`config.mk`:
```
export PLATFORM = sky130hd
export DESIGN_NAME = result_serializer
export DESIGN_NICKNAME = d
export VERILOG_FILES = /design/src/rtl/result_serializer_pkg.sv /design/src/rtl/result_serializer.sv
export SDC_FILE = /design/constraint.sdc
export NUM_CORES = 1
export LEC_CHECK = 0
export CORE_UTILIZATION = 35
export DETAILED_ROUTE_END_ITERATION = 10
export GPL_TIMING_DRIVEN = 0
export PLACE_DENSITY = 0.62
export SLEW_MARGIN = 30
export SYNTH_ARGS = -nofsm -noshare
export SYNTH_HDL_FRONTEND = slang
export SYNTH_SLANG_ARGS = --single-unit
```
`constraint.sdc`:
```
create_clock -name clk -period 1.86 [get_ports clk]
set_clock_uncertainty 0.1 [all_clocks]
set_input_delay 0.558 -clock clk [delete_from_list [all_inputs] [get_ports clk]]
set_output_delay 0.558 -clock clk [all_outputs]
set_load 0.02 [all_outputs]
```
`src/rtl/result_serializer_pkg.sv`:
```
// Shared bus-width defines plus the serializer's constants and FSM encoding.
// Widths here must track the keyed input buffer so both ends agree on chunk size.
`ifndef RESULT_SERIALIZER_DEFINES
`define RESULT_SERIALIZER_DEFINES
`define DATABUS   2
`define RESBUS    4
`define RES_BEATS 8
`define RS_IDLE   1'b0
`define RS_SEND   1'b1
`endif

package result_serializer_pkg;

    localparam int RS_DATA_W  = `DATABUS;
    localparam int RS_RES_W   = `RESBUS;
    localparam int RS_NUM_RES = 4;
    localparam int RS_BEATS   = `RES_BEATS;

    typedef enum logic {
        ST_IDLE = `RS_IDLE,
        ST_SEND = `RS_SEND
    } state_t;

endpackage

```
`src/rtl/result_serializer.sv`:
```
// Captures four result words on start and streams them MS-chunk-first over a valid/ready port.
// One chunk per cycle; tx_ready low stalls with outputs held; done pulses after the last accept.
module result_serializer
    import result_serializer_pkg::*;
#(
    parameter int DATA_W  = RS_DATA_W,
    parameter int RES_W   = RS_RES_W,
    parameter int NUM_RES = RS_NUM_RES
) (
    input  logic              clk,
    input  logic              rst,
    input  logic              start,
    input  logic [RES_W-1:0]  res0,
    input  logic [RES_W-1:0]  res1,
    input  logic [RES_W-1:0]  res2,
    input  logic [RES_W-1:0]  res3,
    input  logic              tx_ready,
    output logic              tx_valid,
    output logic [DATA_W-1:0] tx_data,
    output logic              tx_last,
    output logic              busy,
    output logic              done
);

    localparam int SR_W  = NUM_RES * RES_W;
    localparam int BEATS = SR_W / DATA_W;
    localparam int CNT_W = (BEATS > 1) ? $clog2(BEATS) : 1;
    localparam logic [CNT_W-1:0] LAST_BEAT = CNT_W'(BEATS - 1);

    if (RES_W % DATA_W != 0) begin : g_bad_ratio
        $error("RES_W must be a multiple of DATA_W");
    end
    if (DATA_W != RS_DATA_W || RES_W != RS_RES_W || NUM_RES != 4 || BEATS != RS_BEATS) begin : g_bad_cfg
        $error("widths must match DATABUS/RESBUS and four result ports");
    end

    state_t            state_q, state_d;
    logic [SR_W-1:0]   sr_q, sr_d;
    logic [CNT_W-1:0]  cnt_q, cnt_d;
    logic              done_q, done_d;

    always_comb begin
        state_d = state_q;
        sr_d    = sr_q;
        cnt_d   = cnt_q;
        done_d  = 1'b0;
        case (state_q)
            ST_IDLE: begin
                if (start) begin
                    sr_d    = {res0, res1, res2, res3};
                    cnt_d   = '0;
                    state_d = ST_SEND;
                end
            end
            ST_SEND: begin
                if (tx_ready) begin
                    if (cnt_q == LAST_BEAT) begin
                        // Clearing the register keeps tx_data at zero while idle.
                        state_d = ST_IDLE;
                        sr_d    = '0;
                        cnt_d   = '0;
                        done_d  = 1'b1;
                    end else begin
                        sr_d  = sr_q << DATA_W;
                        cnt_d = cnt_q + CNT_W'(1);
                    end
                end
            end
            default: state_d = ST_IDLE;
        endcase
    end

    always_ff @(posedge clk or negedge rst) begin
        if (!rst) begin
            state_q <= ST_IDLE;
            sr_q    <= '0;
            cnt_q   <= '0;
            done_q  <= 1'b0;
        end else begin
            state_q <= state_d;
            sr_q    <= sr_d;
            cnt_q   <= cnt_d;
            done_q  <= done_d;
        end
    end

    assign tx_valid = (state_q == ST_SEND);
    assign busy     = (state_q == ST_SEND);
    assign tx_data  = sr_q[SR_W-1 -: DATA_W];
    assign tx_last  = tx_valid && (cnt_q == LAST_BEAT);
    assign done     = done_q;

endmodule
```
==> flow_summary_export.csv <==
group,metric,value,unit
timing,setup_viol,1,
setup_path,rrSetupSlack,250,ps
setup_path,cp_num_cells,4,
power_and_ir_drop,maxPowerGroup,"combinational cells",
logic_synthesis,synth.avg_cell_area,11.6,µm²
outcome,status,"finished, violations left",
global_route,grt_start_max_net_pins,22,
layout,fin_cells,155,
clocking,ctsHoldBuffers,0,
timing,setup_tns,-142,ps
logic_synthesis,ys_sh_xor,0,%
place,dpl.hpwl,1.58,mm
layout,layout.nets,148,
logic_synthesis,top_cell_area_share,48.8,%
logic_synthesis,fa_ha_area_share,3.48,%
power_and_ir_drop,total_power,1.84,mW
global_route,grt_pass1_vias,850,
logic_synthesis,ys.flops,21,
layout,comb_area_share,35.3,%
layout,clockNetworkAreaShare,1.93,%
setup_path,cp_num_buf_inv,1,
timing,rsz0062_at_grt,"true",
drt,first_pass_iters,7,
timing,layout_setup_ws,-142,ps
place,place_congestion,0.694,
floorplanning,ioPinCount,26,
drt,post-route-drc-count,2,
layout,nonClkBufAreaFrac,23.2,%
drt,antenna_left,0,
drt,drt_iter0_markers,24,
logic_synthesis,largest_area_cell,"dfrtp_1",
place,numPortBuffers,25,
logic_synthesis,ys_cells,93,
setup_path,crit_end,"tx_last",
power_and_ir_drop,combinationalPowerShare,46.1,%
timing,relSlewSlack,68.7,%
global_route,track_usage,15.5,%
floorplanning,rows,19,
clocking,cts_buffers,3,
clocking,post_cts_resized,10,
clocking,clockBufferDepth,2,
timing,finalHoldViolCount,0,
outcome,violations,"DRC, setup timing",
layout,layout_top_cell,"dfrtp_1",
setup_path,max_stage_delay,440,ps
floorplanning,n_tap_cell,31,
## routing by layer
| metal | wire (µm) | track usage [%] |
|---|---|---|
| met2 | 1150 | 26.1 |
| met5 | 0 | 0 |
| met4 | 16 | 7.32 |
| met1 | 941 | 19.6 |
| met3 | 74 | 2.27 |
## worst register-to-register path, stage by stage, from the launching register on
cell and delay [ps]:
dfrtp_1 440, ha_4 190, ha_1 180, and2b_4 290
buf_8 160, a22oi_2 80, o21ai_2 110
## registers in the layout, indices dropped and copies added, names as in the netlist
signal	flops
cnt_q	3
done	1
sr_q	16
busy	1
## cell usage after synthesis (all sizes together)
cell type	count
dfrtp	21
nand2	17
a22oi	14
o21ai	14
buf	9
ha	3
mux2i	3
nor2	3
a22o	2
and2	2
o22ai	2
and2b	1
and3	1
o22a	1
**Signal wires on met1**

Supply wires on this layer in grey.
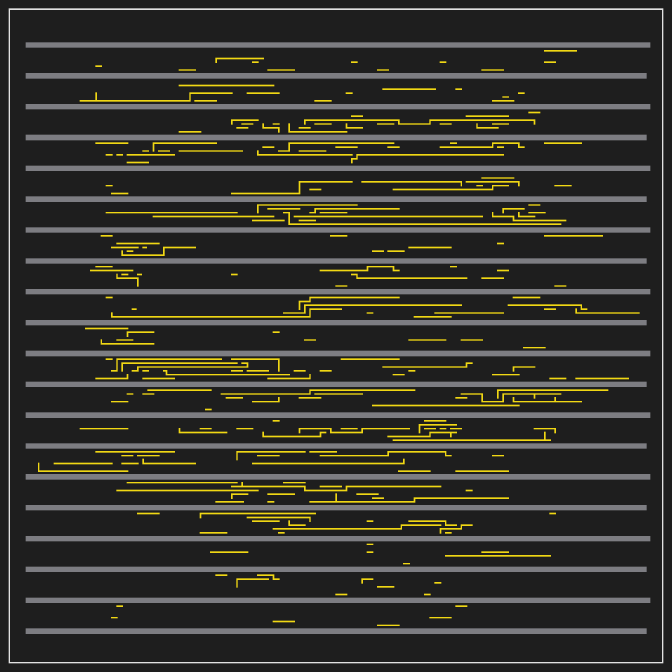
The layer carries 942 µm of wire. The layer holds 43% of the routed length.

**Local utilization**

The die is cut into 11 by 11 equal tiles; white is low, dark blue is high, 0 to 100% covered.
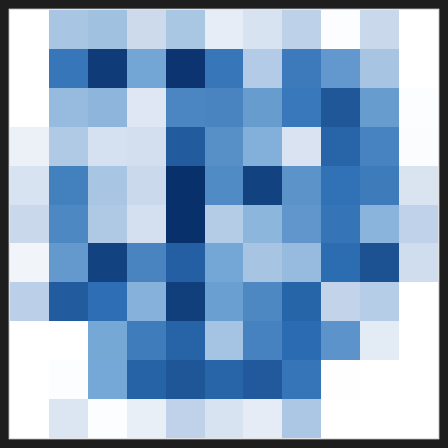
18% of the tiles are over 75% full. The mean over all tiles is 42%. 18% of the tiles are nearly empty.

